File: src/rtl/mem_quad_banked.sv
// Two read / two write memory over BANKS interleaved dual-port banks; bank conflicts go through
// per-pair write buffers with read forwarding. Define MEM_QUAD_BANKED_STATS_EN for conflict/stall counters.

module mem_dual #(
    parameter int          WIDTH = 8,
    parameter int          DEPTH = 32,
    parameter int unsigned INIT  = 0
) (
    input  logic                     clk,
    input  logic [$clog2(DEPTH)-1:0] i_addr_a,
    input  logic                     i_re_a,
    input  logic                     i_we_a,
    input  logic [WIDTH-1:0]         i_wdata_a,
    output logic [WIDTH-1:0]         o_rdata_a,
    input  logic [$clog2(DEPTH)-1:0] i_addr_b,
    input  logic                     i_re_b,
    input  logic                     i_we_b,
    input  logic [WIDTH-1:0]         i_wdata_b,
    output logic [WIDTH-1:0]         o_rdata_b
);
    // Words are stored XOR INIT so an array that powers up zeroed reads back as INIT.
    localparam logic [WIDTH-1:0] INIT_W = WIDTH'(INIT);

    logic [WIDTH-1:0] r_mem [DEPTH];
    logic [WIDTH-1:0] r_rdata_a;
    logic [WIDTH-1:0] r_rdata_b;

    // Read-before-write; port b is written last so it wins on a same-address collision.
    always_ff @(posedge clk) begin
        if (i_re_a) r_rdata_a <= r_mem[i_addr_a] ^ INIT_W;
        if (i_re_b) r_rdata_b <= r_mem[i_addr_b] ^ INIT_W;
        if (i_we_a) r_mem[i_addr_a] <= i_wdata_a ^ INIT_W;
        if (i_we_b) r_mem[i_addr_b] <= i_wdata_b ^ INIT_W;
    end

    assign o_rdata_a = r_rdata_a;
    assign o_rdata_b = r_rdata_b;
endmodule

module mem_quad_banked #(
    parameter int          WIDTH      = 8,
    parameter int          DEPTH      = 64,
    parameter int          BANKS      = 2,
    parameter int unsigned INIT       = 0,
    parameter int          WBUF_DEPTH = 4,
    localparam int         AW         = $clog2(DEPTH)
) (
    input  logic             clk,
    input  logic             rst,
    input  logic [WIDTH-1:0] data0,
    input  logic [WIDTH-1:0] data1,
    input  logic [AW-1:0]    wraddress0,
    input  logic [AW-1:0]    wraddress1,
    input  logic             wren0,
    input  logic             wren1,
    output logic             wr_ready0,
    output logic             wr_ready1,
    input  logic [AW-1:0]    rdaddress0,
    input  logic [AW-1:0]    rdaddress1,
    input  logic             rden0,
    input  logic             rden1,
    output logic [WIDTH-1:0] q0,
    output logic [WIDTH-1:0] q1,
    output logic             q_valid0,
    output logic             q_valid1
`ifdef MEM_QUAD_BANKED_STATS_EN
    ,
    output logic [31:0]      conflict_cnt,
    output logic [31:0]      stall_cnt
`endif
);
    localparam int BB  = $clog2(BANKS);
    localparam int BAW = AW - BB;
    localparam int PW  = $clog2(WBUF_DEPTH);
    localparam int CW  = PW + 1;

    logic [AW-1:0]    w_rd_addr [2];
    logic [AW-1:0]    w_wr_addr [2];
    logic             w_rden    [2];
    logic             w_wren    [2];
    logic [WIDTH-1:0] w_wdata   [2];

    assign w_rd_addr[0] = rdaddress0;
    assign w_rd_addr[1] = rdaddress1;
    assign w_wr_addr[0] = wraddress0;
    assign w_wr_addr[1] = wraddress1;
    assign w_rden[0]    = rden0;
    assign w_rden[1]    = rden1;
    assign w_wren[0]    = wren0;
    assign w_wren[1]    = wren1;
    assign w_wdata[0]   = data0;
    assign w_wdata[1]   = data1;

    logic [AW-1:0]    r_buf_addr [2][WBUF_DEPTH];
    logic [WIDTH-1:0] r_buf_data [2][WBUF_DEPTH];
    logic [PW-1:0]    r_head     [2];
    logic [PW-1:0]    r_tail     [2];
    logic [CW-1:0]    r_count    [2];

    logic             r_q_valid  [2];
    logic             r_fwd_hit  [2];
    logic [WIDTH-1:0] r_fwd_data [2];
    logic [BB-1:0]    r_rd_bank  [2];

    logic             w_ready     [2];
    logic             w_empty     [2];
    logic             w_accept    [2];
    logic             w_conflict  [2];
    logic             w_direct    [2];
    logic             w_enq       [2];
    logic             w_drain     [2];
    logic [BB-1:0]    w_rd_bank   [2];
    logic [BB-1:0]    w_wr_bank   [2];
    logic [BB-1:0]    w_head_bank [2];
    logic [AW-1:0]    w_head_addr [2];
    logic [WIDTH-1:0] w_head_data [2];

    // Nothing is accepted or drained while rst is high, so a reset drops buffered writes cleanly.
    always_comb begin
        for (int p = 0; p < 2; p++) begin
            w_rd_bank[p]   = w_rd_addr[p][BB-1:0];
            w_wr_bank[p]   = w_wr_addr[p][BB-1:0];
            w_head_addr[p] = r_buf_addr[p][r_head[p]];
            w_head_data[p] = r_buf_data[p][r_head[p]];
            w_head_bank[p] = w_head_addr[p][BB-1:0];
            w_ready[p]     = (r_count[p] != CW'(WBUF_DEPTH));
            w_empty[p]     = (r_count[p] == '0);
            w_accept[p]    = w_wren[p] && w_ready[p] && !rst;
            w_conflict[p]  = w_rden[p] && (w_rd_bank[p] == w_wr_bank[p]);
            w_direct[p]    = w_accept[p] && w_empty[p] && !w_conflict[p];
            w_enq[p]       = w_accept[p] && !w_direct[p];
            w_drain[p]     = !w_empty[p] && !rst
                             && !(w_rden[p] && (w_rd_bank[p] == w_head_bank[p]));
        end
    end

    logic             w_fwd_hit  [2];
    logic [WIDTH-1:0] w_fwd_data [2];

    // Scan oldest to youngest, buffer 0 before buffer 1: the last hit wins.
    always_comb begin : p_fwd
        logic [PW-1:0] v_idx;
        v_idx = '0;
        for (int p = 0; p < 2; p++) begin
            w_fwd_hit[p]  = 1'b0;
            w_fwd_data[p] = '0;
            for (int b = 0; b < 2; b++) begin
                for (int k = 0; k < WBUF_DEPTH; k++) begin
                    v_idx = r_head[b] + PW'(k);
                    if ((CW'(k) < r_count[b]) && (r_buf_addr[b][v_idx] == w_rd_addr[p])) begin
                        w_fwd_hit[p]  = 1'b1;
                        w_fwd_data[p] = r_buf_data[b][v_idx];
                    end
                end
            end
        end
    end

    logic [BAW-1:0]   w_bank_addr  [BANKS][2];
    logic             w_bank_re    [BANKS][2];
    logic             w_bank_we    [BANKS][2];
    logic [WIDTH-1:0] w_bank_wdata [BANKS][2];
    logic [WIDTH-1:0] w_bank_rdata [BANKS][2];

    always_comb begin
        for (int b = 0; b < BANKS; b++) begin
            for (int p = 0; p < 2; p++) begin
                w_bank_re[b][p]    = 1'b0;
                w_bank_we[b][p]    = 1'b0;
                w_bank_addr[b][p]  = w_rd_addr[p][AW-1:BB];
                w_bank_wdata[b][p] = w_wdata[p];
                if (w_rden[p] && (w_rd_bank[p] == BB'(b))) begin
                    w_bank_re[b][p] = 1'b1;
                end else if (w_drain[p] && (w_head_bank[p] == BB'(b))) begin
                    w_bank_we[b][p]    = 1'b1;
                    w_bank_addr[b][p]  = w_head_addr[p][AW-1:BB];
                    w_bank_wdata[b][p] = w_head_data[p];
                end else if (w_direct[p] && (w_wr_bank[p] == BB'(b))) begin
                    w_bank_we[b][p]   = 1'b1;
                    w_bank_addr[b][p] = w_wr_addr[p][AW-1:BB];
                end
            end
        end
    end

    for (genvar g = 0; g < BANKS; g++) begin : g_bank
        mem_dual #(
            .WIDTH (WIDTH),
            .DEPTH (DEPTH / BANKS),
            .INIT  (INIT)
        ) u_mem (
            .clk       (clk),
            .i_addr_a  (w_bank_addr[g][0]),
            .i_re_a    (w_bank_re[g][0]),
            .i_we_a    (w_bank_we[g][0]),
            .i_wdata_a (w_bank_wdata[g][0]),
            .o_rdata_a (w_bank_rdata[g][0]),
            .i_addr_b  (w_bank_addr[g][1]),
            .i_re_b    (w_bank_re[g][1]),
            .i_we_b    (w_bank_we[g][1]),
            .i_wdata_b (w_bank_wdata[g][1]),
            .o_rdata_b (w_bank_rdata[g][1])
        );
    end

    always_ff @(posedge clk) begin
        for (int p = 0; p < 2; p++) begin
            if (w_enq[p]) begin
                r_buf_addr[p][r_tail[p]] <= w_wr_addr[p];
                r_buf_data[p][r_tail[p]] <= w_wdata[p];
            end
        end
    end

    always_ff @(posedge clk) begin
        for (int p = 0; p < 2; p++) begin
            if (rst) begin
                r_head[p]     <= '0;
                r_tail[p]     <= '0;
                r_count[p]    <= '0;
                r_q_valid[p]  <= 1'b0;
                r_fwd_hit[p]  <= 1'b0;
                r_fwd_data[p] <= '0;
                r_rd_bank[p]  <= '0;
            end else begin
                if (w_enq[p])   r_tail[p] <= r_tail[p] + PW'(1);
                if (w_drain[p]) r_head[p] <= r_head[p] + PW'(1);
                r_count[p]    <= r_count[p] + CW'(w_enq[p]) - CW'(w_drain[p]);
                r_q_valid[p]  <= w_rden[p];
                r_fwd_hit[p]  <= w_fwd_hit[p];
                r_fwd_data[p] <= w_fwd_data[p];
                r_rd_bank[p]  <= w_rd_bank[p];
            end
        end
    end

    assign wr_ready0 = w_ready[0];
    assign wr_ready1 = w_ready[1];
    assign q_valid0  = r_q_valid[0];
    assign q_valid1  = r_q_valid[1];
    assign q0 = r_q_valid[0] ? (r_fwd_hit[0] ? r_fwd_data[0] : w_bank_rdata[r_rd_bank[0]][0]) : '0;
    assign q1 = r_q_valid[1] ? (r_fwd_hit[1] ? r_fwd_data[1] : w_bank_rdata[r_rd_bank[1]][1]) : '0;

`ifdef MEM_QUAD_BANKED_STATS_EN
    logic [31:0] r_conflict_cnt;
    logic [31:0] r_stall_cnt;
    logic        w_conflict_ev;
    logic        w_stall_ev;

    assign w_conflict_ev = (w_enq[0] && w_conflict[0]) || (w_enq[1] && w_conflict[1]);
    assign w_stall_ev    = (w_wren[0] && !w_ready[0]) || (w_wren[1] && !w_ready[1]);

    always_ff @(posedge clk) begin
        if (rst) begin
            r_conflict_cnt <= '0;
            r_stall_cnt    <= '0;
        end else begin
            if (w_conflict_ev && (r_conflict_cnt != '1)) r_conflict_cnt <= r_conflict_cnt + 32'd1;
            if (w_stall_ev && (r_stall_cnt != '1))       r_stall_cnt    <= r_stall_cnt + 32'd1;
        end
    end

    assign conflict_cnt = r_conflict_cnt;
    assign stall_cnt    = r_stall_cnt;
`endif
endmodule
File: config.mk
export PLATFORM = sky130hd
export DESIGN_NAME = mem_quad_banked
export DESIGN_NICKNAME = d
export VERILOG_FILES = /design/src/rtl/mem_quad_banked.sv
export SDC_FILE = /design/constraint.sdc
export NUM_CORES = 2
export LEC_CHECK = 0
export ABC_AREA = 0
export CAP_MARGIN = 20
export CORE_ASPECT_RATIO = 1.2
export CORE_MARGIN = 2
export CORE_UTILIZATION = 45
export DETAILED_ROUTE_END_ITERATION = 8
export SLEW_MARGIN = 10
export SYNTH_ARGS = -nofsm -noshare
export SYNTH_HDL_FRONTEND = slang
export SYNTH_SLANG_ARGS = --single-unit
File: constraint.sdc
create_clock -name clk -period 9.5 [get_ports clk]
set_clock_uncertainty 0.2 [all_clocks]
set_input_delay 1.9 -clock clk [delete_from_list [all_inputs] [get_ports clk]]
set_output_delay 1.9 -clock clk [all_outputs]
set_load 0.005 [all_outputs]
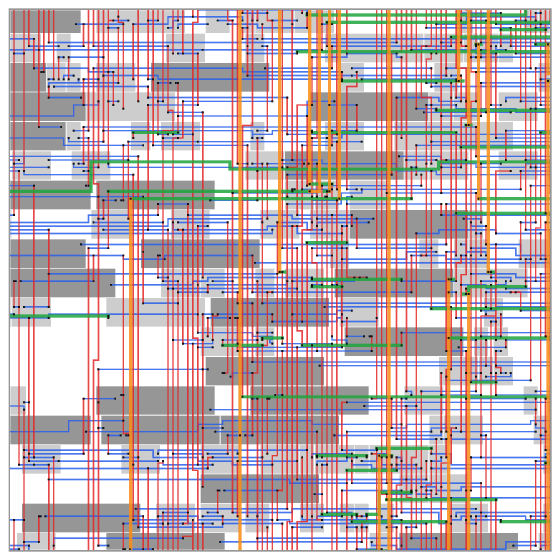
(images/closeup.png)
Region (119, 216) to (169, 266) µm. Cells in gray, sequential cells in the stronger gray; small squares are vias.
- M2: red
- M1: blue
- M3: green
- M4: orange
- most frequent: mux2i_1 (38), nand2_1 (24), edfxtp_1 (24)
- netlist names of flops here include: g_bank.u_mem.r_mem (24)
- cells with their middle in the window: 120
- sequential cells in the window: 24

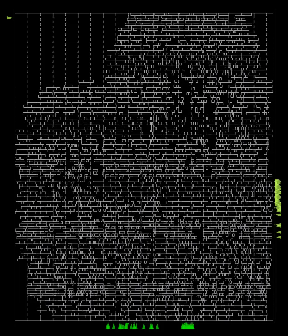
(images/placed.png)
Seq area share: 42.50%
FF+latch count: 692
Core Area: 95570 µm²
fillers: 8528
n_taps: 1260

==> results.json <==
{
  "period_minus_slack_ps": 6802,
  "seq_cell_power_mw": 3.80,
  "whs_ps": 569.5,
  "slew_violations": 0,
  "io_pins": 66,
  "synthCells": 3711,
  "via_per_inst": 6.814,
  "placed_cells": 4829,
  "ant_nets": 0,
  "power.group.top": "combinational logic",
  "ys.flops": 692,
  "fin_util_pct": 50.47,
  "grt_pass1_vias": 32250,
  "drt_pass1_iterations": 6,
  "startpoint": "rdaddress1[0]",
  "ctsHoldBuffers": 0,
  "cts-buffers-inserted": 74,
  "final_layout_top_logic_cells": "843 x mux2i_1, 664 x edfxtp_1, 373 x nand2_1",
  "critPathRequiredTime_ps": 9640,
  "powerClk_mw": 3.03,
  "postSynthSeqShare_pct": 47.11,
  "largest_reg_flops": 512,
  "dp_slack_ps": 2187,
  "r2r_end": "g_bank[0].u_mem.o_rdata_b[4]$_DFFE_PP_",
  "gp_congestion": 1.082,
  "p_int_mw": 6.779,
  "clock_cell_area_share_pct": 5.097,
  "fp_nets": 3775,
  "worstPathCellList": "clkdlybuf4s50_1 -> buf_4 -> nand2b_1 -> inv_2 -> nor4_4 -> nor3_1 -> nor2_4 -> buf_4 -> mux2i_1 -> o22ai_1 -> nor4_1 -> o211ai_1",
  "regMostFlops": "g_bank.u_mem.r_mem",
  "yosys_warnings": 0,
  "inv_count": 29,
  "slew_headroom_pct": 19.37,
  "logic_gates": 2678,
  "setup_viol": 0,
  "peakVddDrop_mv": 0.1427,
  "yosysCellCount": 3711,
  "worst_pin_slew_ps": 1198,
  "rsz0062_at_grt": "no",
  "met3_usage_pct": 6.629,
  "hold_depth": 3,
  "wl_met1_mm": 65.91,
  "htreeDepth": 3,
  "met2_usage_pct": 54.45,
  "cp_num_cells": 12,
  "avgRoutedWirePerCell_um": 34.27,
  "final_nets": 3731,
  "cp_max_fo": 59,
  "wl_met2_mm": 79.22,
  "io_buffers": 65,
  "hold_path_class": "reg2reg",
  "synthDistinctLibCells": 85,
  "maxCapViolCount": 0,
  "syn_area_um2": 43520,
  "largest_class": "logic gates",
  "r2r_cells": 9,
  "cellPowerDensity_nw_per_um2": 227.4,
  "place_area_um2": 45660,
  "stdcell_count": 4986,
  "nNonClkBuffers": 192,
  "bufAreaShareNonClock_pct": 3.222,
  "topCombFamilyByArea": "multiplexers",
  "power_combinational_mw": 4.14,
  "area.growth.synth_to_final_pct": 10.85,
  "logic_area_um2": 22030,
  "ys_top_cells_by_count": "851 x mux2i_1, 664 x edfxtp_1, 373 x nand2_1",
  "cpMostUsedCell": "buf_4",
  "sw_frac_of_total_pct": 38.20,
  "mux_share_pct": 27.57,
  "die.size.y_um": 344.7,
  "grt_max_degree": 76,
  "cts_buffer_depth": 3,
  "min-delay-start": "r_count[0][1]$_SDFF_PP0_",
  "clock_power_share_pct": 27.6,
  "overflow": 0,
  "use_met1_pct": 44.37,
  "clock_latency_ps": 660,
  "grt_pass1_wl_mm": 242.2,
  "nClkBuffers": 97,
  "topCellsByArea": "edfxtp_1 46%, mux2i_1 20%, mux4_2 7.1%, nand2_1 3.2%, a21oi_1 2.2%",
  "edf_count": 664,
  "finalHoldViolCount": 0,
  "power_frac_comb_pct": 37.8,
  "hpwl_mm": 119.6,
  "worst_slack_ps": 2698,
  "power.leakage_nw": 17.36,
  "drc": 0,
  "rows": 124,
  "regToRegSetupSlack_ps": 3970,
  "reg2reg_from": "r_buf_addr[0][24]$_DFFE_PP_",
  "crit_buf_inv": 4,
  "synth_area_per_cell_um2": 11.73,
  "comb_share_pct": 45.68,
  "cts-resized-gates": 0,
  "insertedDiodeCount": 2,
  "fp.dieW_um": 287.9,
  "critical_path_class": "in2reg",
  "fp_util_pct": 45.53,
  "routed_wl_mm": 170.9,
  "grt-busiest-layer": "met2",
  "crit_end": "g_bank[0].u_mem.o_rdata_b[4]$_DFFE_PP_",
  "post_cts_buffers": 0,
  "grt_antenna_before_repair": 3,
  "grt_usage_pct": 34.06,
  "crit_arrival_ps": 6940,
  "cts_sinks": 692,
  "cp_slowest_cell": "buf_4",
  "finalSetupTns_ps": 0,
  "p_switching_mw": 4.191,
  "ys_chip_area_um2": 43520,
  "tool_warnings": 34,
  "xor_share_pct": 1.972,
  "cpPeakStageDelay_ps": 840,
  "cts_root_buffer": "clkbuf_16",
  "dr.max_layer_used": "met5",
  "end_kind": "flip-flop",
  "drive_gt1_share_pct": 14.10,
  "seq_area_um2": 20500,
  "path_delay_family": "simple AND/OR/NAND/NOR gates",
  "drt_iter0_drc": 4541,
  "status": "complete, no violations",
  "netlist.area_leader.share_pct": 45.82,
  "synth.cellmix.adderShare_pct": 0.5520,
  "clkTransAtPathRegs_ps": 60
}
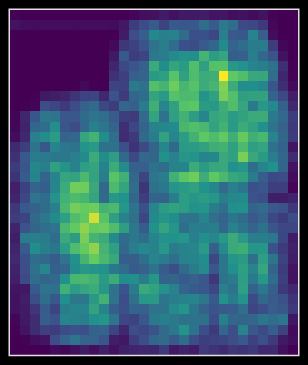
(images/route_heat.png)
(1 px per µm) 29 x 34 tiles, from dark purple (low) to yellow (high), scaled to the fullest tile. Values are wire area over tile area, all layers added.
- emptiest ninth of the die: upper left
- tiles over half the peak: 25%
- fullest tile: 0.86
- nearly empty tiles: 11%

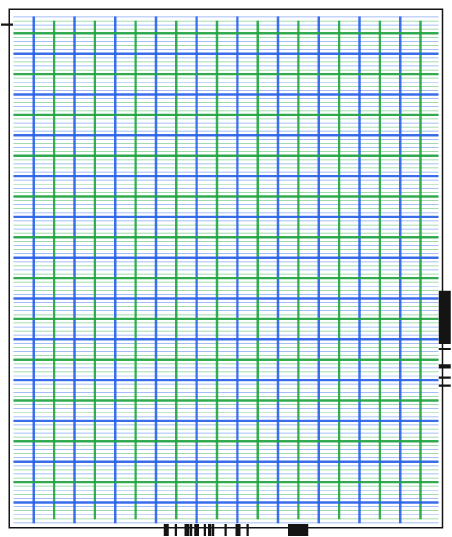
(images/floorplan.png)
(1.5 px per µm) Pins as bars on the die edge.
- VDD: green
- VSS: blue
- met5 straps: 24
- met4 straps: 20
- rows: 124
- signal pins: 66

